run_1/wires.png
(4 px per um) Only two layers are drawn.
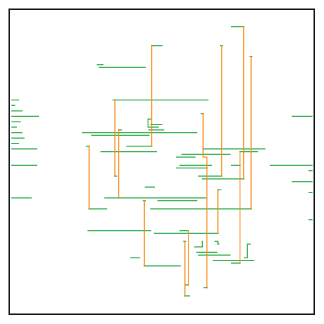
run_1/layer_met1.png
(4 px per um) Supply wires on this layer in grey.
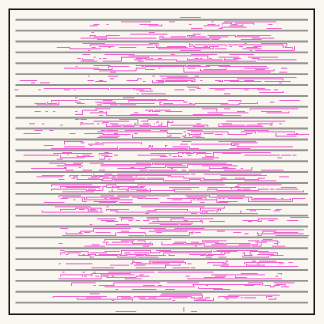
run_1/detail.png
Region (23, 38) to (53, 68) um. Cells in grey, sequential cells in the stronger grey; small squares are vias.
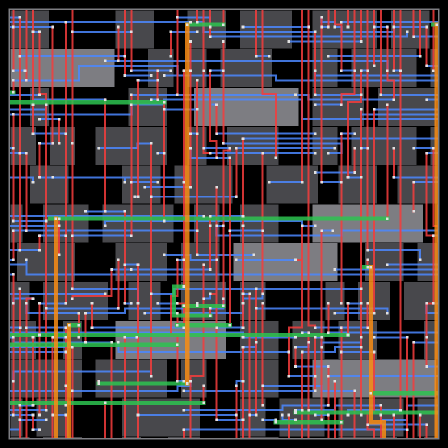
<file path="src/rtl/multicycle_ctrl.sv">
// multicycle_ctrl: fetch/decode/execute sequencer for the 8-bit CPU.
// Owns the program counter and instruction register, runs the shared memory
// req/ready handshake, and drives register-file selects and ALU controls.
`timescale 1ns/1ps
module multicycle_ctrl #(
  parameter logic [7:0] RESET_PC = 8'h00
) (
  input  logic       clk,
  input  logic       reset,
  input  logic       start,
  output logic       mem_req,
  output logic       mem_we,
  output logic [7:0] mem_addr,
  input  logic       mem_ready,
  input  logic [7:0] mem_rdata,
  output logic [1:0] rs1_sel,
  output logic [1:0] rs2_sel,
  input  logic [7:0] rs1_data,
  output logic [1:0] alu_op,
  output logic       alu_src_imm,
  output logic [1:0] immediate,
  input  logic [7:0] alu_result,
  output logic       reg_we,
  output logic       reg_wsrc,
  output logic [1:0] rd_sel,
  output logic [7:0] pc,
  output logic [7:0] ir,
  output logic       busy,
  output logic       halted,
  output logic       illegal
);

  localparam logic [2:0] S_IDLE   = 3'd0;
  localparam logic [2:0] S_FETCH  = 3'd1;
  localparam logic [2:0] S_DECODE = 3'd2;
  localparam logic [2:0] S_EXEC   = 3'd3;
  localparam logic [2:0] S_MEM    = 3'd4;
  localparam logic [2:0] S_WB     = 3'd5;
  localparam logic [2:0] S_HALT   = 3'd6;

  localparam logic [1:0] ALU_ADD  = 2'b00;

  logic [2:0] state;
  logic [2:0] state_nxt;

  logic [3:0] opcode;
  logic [1:0] fld_a;
  logic [1:0] fld_b;
  logic       is_alu;
  logic       is_addi;
  logic       is_lw;
  logic       is_sw;
  logic       is_bez;
  logic       is_halt;
  logic       is_ill;
  logic       is_mem;
  logic       restart;

  assign opcode  = ir[7:4];
  assign fld_a   = ir[3:2];
  assign fld_b   = ir[1:0];
  assign is_alu  = (opcode[3:2] == 2'b00);
  assign is_addi = (opcode == 4'b0011);
  assign is_lw   = (opcode == 4'b0100);
  assign is_sw   = (opcode == 4'b0101);
  assign is_bez  = (opcode == 4'b0110);
  assign is_halt = (opcode == 4'b0111);
  assign is_ill  = opcode[3];
  assign is_mem  = is_lw | is_sw;

  // start is only honoured from the two resting states
  assign restart = ((state == S_IDLE) || (state == S_HALT)) && start;

  // Next-state selection for the instruction sequencer
  always_comb begin
    state_nxt = state;
    case (state)
      S_IDLE, S_HALT: if (start) state_nxt = S_FETCH;
      S_FETCH:        if (mem_ready) state_nxt = S_DECODE;
      S_DECODE: begin
        if (is_ill || is_halt) state_nxt = S_HALT;
        else if (is_bez)       state_nxt = S_FETCH;
        else                   state_nxt = S_EXEC;
      end
      S_EXEC:         state_nxt = is_mem ? S_MEM : S_WB;
      S_MEM:          if (mem_ready) state_nxt = is_lw ? S_WB : S_FETCH;
      S_WB:           state_nxt = S_FETCH;
      default:        state_nxt = S_IDLE;
    endcase
  end

  // State register
  always_ff @(posedge clk) begin
    if (reset) state <= S_IDLE;
    else       state <= state_nxt;
  end

  // Program counter: advance on fetch accept, extra advance on a taken BEZ skip
  always_ff @(posedge clk) begin
    if (reset)                                          pc <= RESET_PC;
    else if (restart)                                   pc <= RESET_PC;
    else if ((state == S_FETCH) && mem_ready)           pc <= pc + 8'd1;
    else if ((state == S_DECODE) && is_bez &&
             (rs1_data == 8'd0))                        pc <= pc + 8'd1;
  end

  // Instruction register loads the fetched byte when the memory accepts
  always_ff @(posedge clk) begin
    if (reset)                                pc_ir_clear();
    else if ((state == S_FETCH) && mem_ready) ir <= mem_rdata;
  end

  task automatic pc_ir_clear();
    ir <= 8'h00;
  endtask

  // Sticky illegal-opcode flag, cleared only by reset or a fresh start
  always_ff @(posedge clk) begin
    if (reset)                              illegal <= 1'b0;
    else if (restart)                       illegal <= 1'b0;
    else if ((state == S_DECODE) && is_ill) illegal <= 1'b1;
  end

  // Moore output decode from registered state and IR
  always_comb begin
    mem_req     = 1'b0;
    mem_we      = 1'b0;
    mem_addr    = 8'h00;
    rs1_sel     = 2'b00;
    rs2_sel     = 2'b00;
    alu_op      = ALU_ADD;
    alu_src_imm = 1'b0;
    immediate   = 2'b00;
    reg_we      = 1'b0;
    reg_wsrc    = 1'b0;
    rd_sel      = 2'b00;
    busy        = (state != S_IDLE) && (state != S_HALT);
    halted      = (state == S_HALT);

    // Register selects stay valid from DECODE through WB so the ALU result
    // and store data remain stable for the whole instruction.
    if ((state == S_DECODE) || (state == S_EXEC) ||
        (state == S_MEM) || (state == S_WB)) begin
      if (is_mem) begin
        rs1_sel = fld_b;
        rs2_sel = fld_a;
      end else if (is_bez) begin
        rs1_sel = fld_a;
      end else if (is_alu) begin
        rs1_sel = fld_a;
        rs2_sel = fld_b;
      end
    end

    // ALU controls are held from EXEC through MEM and WB
    if ((state == S_EXEC) || (state == S_MEM) || (state == S_WB)) begin
      if (is_mem) begin
        alu_op      = ALU_ADD;
        alu_src_imm = 1'b1;
        immediate   = 2'b00;
      end else if (is_alu) begin
        alu_op      = is_addi ? ALU_ADD : opcode[1:0];
        alu_src_imm = is_addi;
        immediate   = fld_b;
      end
    end

    case (state)
      S_FETCH: begin
        mem_req  = 1'b1;
        mem_addr = pc;
      end
      S_MEM: begin
        mem_req  = 1'b1;
        mem_we   = is_sw;
        mem_addr = alu_result;
      end
      S_WB: begin
        reg_we   = 1'b1;
        reg_wsrc = is_lw;
        rd_sel   = fld_a;
      end
      default: ;
    endcase
  end

endmodule

</file>
<file path="config.mk">
export PLATFORM = sky130hd
export DESIGN_NAME = multicycle_ctrl
export DESIGN_NICKNAME = d
export VERILOG_FILES = /design/src/rtl/multicycle_ctrl.sv
export SDC_FILE = /design/constraint.sdc
export NUM_CORES = 1
export LEC_CHECK = 0
export CAP_MARGIN = 10
export CELL_PAD_IN_SITES_DETAIL_PLACEMENT = 1
export CELL_PAD_IN_SITES_GLOBAL_PLACEMENT = 1
export CORE_UTILIZATION = 24
export DETAILED_ROUTE_END_ITERATION = 10
export PLACE_DENSITY = 0.8
export SLEW_MARGIN = 20
export SYNTH_ARGS = -nofsm -noshare
export SYNTH_HDL_FRONTEND = slang
export SYNTH_SLANG_ARGS = --single-unit
export TNS_END_PERCENT = 50
</file>
<file path="constraint.sdc">
create_clock -name clk -period 1.4 [get_ports clk]
set_input_delay 0.21 -clock clk [delete_from_list [all_inputs] [get_ports clk]]
set_output_delay 0.21 -clock clk [all_outputs]
set_load 0.005 [all_outputs]
</file>
==> reports/qor.csv, run 1 <==
stage,metric,value,unit
layout,clk_buf instances,4,
logic_synthesis,fraction of registers with async set/reset,0,
logic_synthesis,largest area contributor in the netlist,dfxtp_1,
logic_synthesis,Area leader share,0.306,
cts,Sinks on Clock Net,20,
setup_path,"CP delay by family, top",simple AND/OR/NAND/NOR gates,
cts,hold buffer count at cts,0,
setup_path,slowest CP cell,or4_1,
logic_synthesis,Synth Area in XOR/XNOR,0.0134,
setup_path,worst r2r dst,pc[5],
layout,# fillers,582,
floorplanning,io pins,70,
detailed_routing,routed length on met1,3630,um
setup_path,Worst Reg-to-Reg Cells,7,
placed_design,DP HPWL,4060,um
detailed_routing,1st-pass router iterations,4,
logic_synthesis,Top non-seq family,simple AND/OR/NAND/NOR gates,
power,P_int,0.00125,W
floorplanning,die width,75.9,um
power,Sw Ratio,0.319,
power,peak supply drop,0.566,mV
logic_synthesis,"top cells by area, synth","dfxtp_1, nand2_1, a21oi_1, a22oi_1, nor2_1",
layout,Largest regs,"ir (8), pc (8), state (3)",
placed_design,placer congestion estimate,0.797,
detailed_routing,DRC,0,
cts,cts bufs inserted,3,
layout,Area Overhead vs Synth,132,%
layout,largest class,non-clock buffers,
detailed_routing,DR vias/cell,5.30,
logic_synthesis,Synth mux share,0.00764,
setup_path,most frequent CP cell,buf_6,
setup_path,CP bufs+invs,3,
run,max-cap viol count,0,
sta,clk_skew,14.1,ps
placed_design,"Cell Area, Placed",2290,sq um
logic_synthesis,ys flop type,dfxtp_1,
logic_synthesis,syn_area_per_cell,7.62,sq um
cts,"CTS clk-pin slew, worst paths",90,ps
sta,setup violators final,49,
layout,fraction of layout cells with a size suffix above 1,0.568,
floorplanning,die height,75.9,um
sta,post-layout period usage,1.29,
setup_path,Worst Setup SP,ir[5],
logic_synthesis,Flops after synth,20,
cts,Setup Buffers After CTS,26,
global_routing,M3 GR Usage,0.0225,
power,Leakage,1.32,nW
setup_path,CP Depth,7,
layout,"commonest non-fill, non-tap cell in the layout",buf_4,
layout,nets,345,
logic_synthesis,"AND-OR/OR-AND Cells, Area Fraction",0.242,
sta,PnR worst setup slack,-401,ps
cts,CTS tree,yes,
outcome,failing checks,setup timing,
cts,worst skew pair latency,270,ps
layout,fin util,0.588,
layout,combinational fraction of the cell area,0.354,
detailed_routing,antenna-violating nets left,0,
setup_path,CP endpoint,pc[5],
logic_synthesis,YS chip area,1310,sq um
cts,clock root buffer,clkbuf_8,
outcome,status,"finished, violations left",
global_routing,vias in the first global route,1997,
logic_synthesis,"Seq share, synth",0.306,
min_path,Hold Crit Depth,3,
layout,Logic inverters,3,
power,Sw Pwr,0.000589,W
setup_path,Critical Path RT,1590,ps
power,power of the sequential group,0.000616,W
power,part of the power in registers,0.334,
logic_synthesis,Synthesized Nets,201,
cts,clk buf depth,2,
layout,flop count,20,
sta,final hold vios,0,
layout,Non-clk bufs,152,
-- wires.png (at the start) --
layer	colour	wire length
metal 4	orange	312 um
metal 3	green	400 um
DRT Wirelength: 8430 um
wire per inst: 21.9 um
vias: 2041
Total GRT Usage: 0.246

-- layer_met1.png (at the start) --
main direction	horizontal
wire length on this layer	3630 um
global-route track usage on met1: 0.315

-- detail.png (at the start) --
layer	colour
metal 3	green
metal 4	orange
metal 1	blue
metal 2	red
netlist names of flops here include	pc (4), state (2)
most frequent	buf_4 (13), clkdlybuf4s50_1 (5)
cells with their middle in the window	65
sequential cells in the window	6

run_1/logic_types.png
(6 px per um)
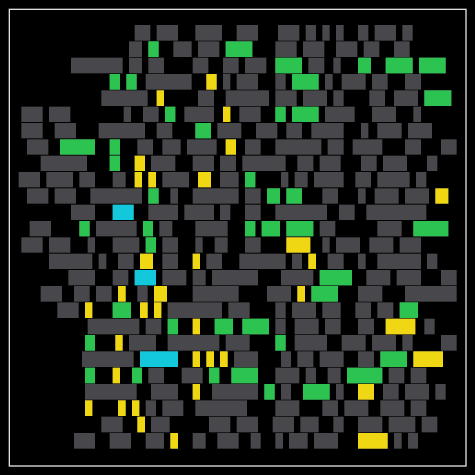

## Run 2: what changed since run 1
--- a/config.mk
+++ b/config.mk
@@ -8,9 +8,10 @@
 export CAP_MARGIN = 10
 export CELL_PAD_IN_SITES_DETAIL_PLACEMENT = 1
 export CELL_PAD_IN_SITES_GLOBAL_PLACEMENT = 1
-export CORE_UTILIZATION = 24
+export CORE_UTILIZATION = 35
 export DETAILED_ROUTE_END_ITERATION = 10
-export PLACE_DENSITY = 0.8
+export DONT_BUFFER_PORTS = 1
+export PLACE_DENSITY = 0.73
 export SLEW_MARGIN = 20
 export SYNTH_ARGS = -nofsm -noshare
 export SYNTH_HDL_FRONTEND = slang
run_2/logic_types.png
(8 px per um)
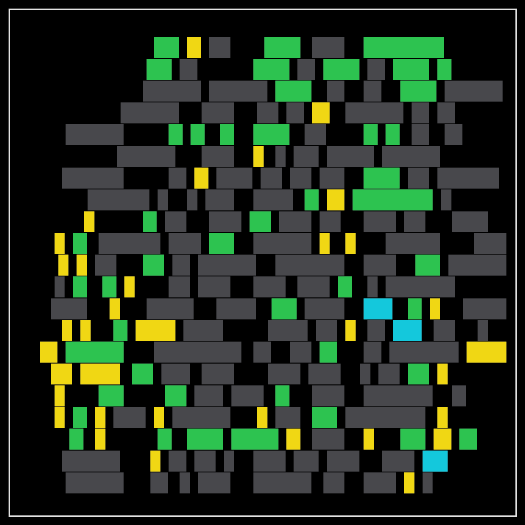
family	colour	cells
nand cells	yellow	35
non-inverting ao/oa cells	cyan	3
aoi and oai cells	green	46
combinational fraction of the cell area: 0.556
commonest non-fill, non-tap cell in the layout: nand2_1
Finished Layout Cells: 244

run_2/congestion.png
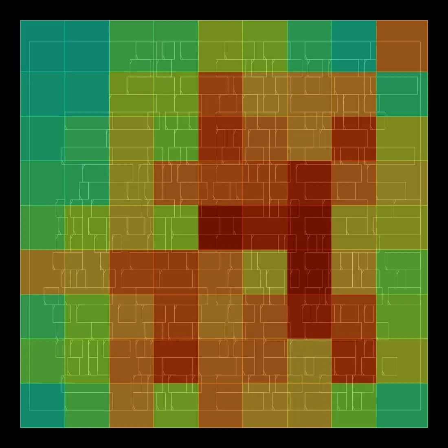
Total GRT Usage: 0.258
grt peak-use layer: met2

==> run 2 against run 1 <==
Compared with the run above: the run still ends with setup timing left; sequential share of layout area rose by 6.2 points; clock power increased by 26%; die area decreased by 31%; largest cell class is now combinational gates; critical path type is now reg2out; power decreased by 10%; via count down 24%; combinational power down 42%; wire length fell by 30%.
==> reports/qor.csv, run 2 <==
stage,metric,value,unit,change
outcome,status,"finished, violations left",,unchanged
outcome,failing checks,setup timing,,unchanged
setup_path,slowest CP cell,or3b_4,,was or4_1
setup_path,r2r setup slk,-190,ps,was -400 ps
logic_synthesis,YS chip area,1310,sq um,unchanged
cts,Sinks on Clock Net,20,,unchanged
detailed_routing,DR vias/cell,6.36,,was 5.30
logic_synthesis,fraction of registers with async set/reset,0,,unchanged
layout,Logic inverters,3,,unchanged
logic_synthesis,syn_area_per_cell,7.62,sq um,unchanged
detailed_routing,DRC,0,,unchanged
floorplanning,die width,63.2,um,was 75.9 um
layout,fin util,0.578,,was 0.588
logic_synthesis,"Seq share, synth",0.306,,unchanged
sta,clk_skew,6.70,ps,was 14.1 ps
sta,final hold vios,0,,unchanged
detailed_routing,routed length on met1,2370,um,was 3630 um
logic_synthesis,Top non-seq family,simple AND/OR/NAND/NOR gates,,unchanged
sta,post-layout period usage,1.18,,was 1.29
logic_synthesis,Synth Area in XOR/XNOR,0.0134,,unchanged
power,Leakage,0.667,nW,was 1.32 nW
layout,# fillers,397,,was 582
setup_path,Worst Reg-to-Reg Cells,4,,was 7
detailed_routing,wire per inst,24.3,um,was 21.9 um
power,power of the sequential group,0.000624,W,was 0.000616 W
detailed_routing,antenna-violating nets left,0,,unchanged
logic_synthesis,Flops after synth,20,,unchanged
power,part of the power in registers,0.377,,was 0.334
logic_synthesis,ys flop type,dfxtp_1,,unchanged
detailed_routing,vias,1551,,was 2041
power,Sw Pwr,0.000483,W,was 0.000589 W
logic_synthesis,largest area contributor in the netlist,dfxtp_1,,unchanged
sta,setup violators final,33,,was 49
layout,clk_buf instances,3,,was 4
detailed_routing,DRT Wirelength,5920,um,was 8430 um
setup_path,Worst Setup SP,ir[5],,unchanged
sta,RSZ-0062 raised after global routing,true,,unchanged
setup_path,"CP delay by family, top",simple AND/OR/NAND/NOR gates,,unchanged
layout,Area Overhead vs Synth,53.1,%,was 132%
power,Sw Ratio,0.292,,was 0.319
logic_synthesis,Synthesized Nets,201,,unchanged
placed_design,"Cell Area, Placed",1490,sq um,was 2290 sq um
layout,nets,228,,was 345
run,max-cap viol count,0,,unchanged
floorplanning,die height,63.2,um,was 75.9 um
cts,clock root buffer,clkbuf_8,,unchanged
layout,Largest regs,"ir (8), pc (8), state (3)",,unchanged
setup_path,worst r2r dst,pc[5],,unchanged
logic_synthesis,Synth mux share,0.00764,,unchanged
logic_synthesis,Area leader share,0.306,,unchanged
setup_path,CP endpoint,reg_wsrc,,was pc[5]
sta,PnR worst setup slack,-255,ps,was -401 ps
placed_design,placer congestion estimate,0.789,,was 0.797
placed_design,DP HPWL,3270,um,was 4060 um
cts,cts bufs inserted,3,,unchanged
logic_synthesis,"AND-OR/OR-AND Cells, Area Fraction",0.242,,unchanged
power,P_int,0.00117,W,was 0.00125 W
cts,"CTS clk-pin slew, worst paths",80,ps,was 90 ps
setup_path,CP Depth,4,,was 7
min_path,Hold Crit Depth,1,,was 3
cts,worst skew pair latency,260,ps,was 270 ps
Power is estimated from default activity; no workload was simulated.
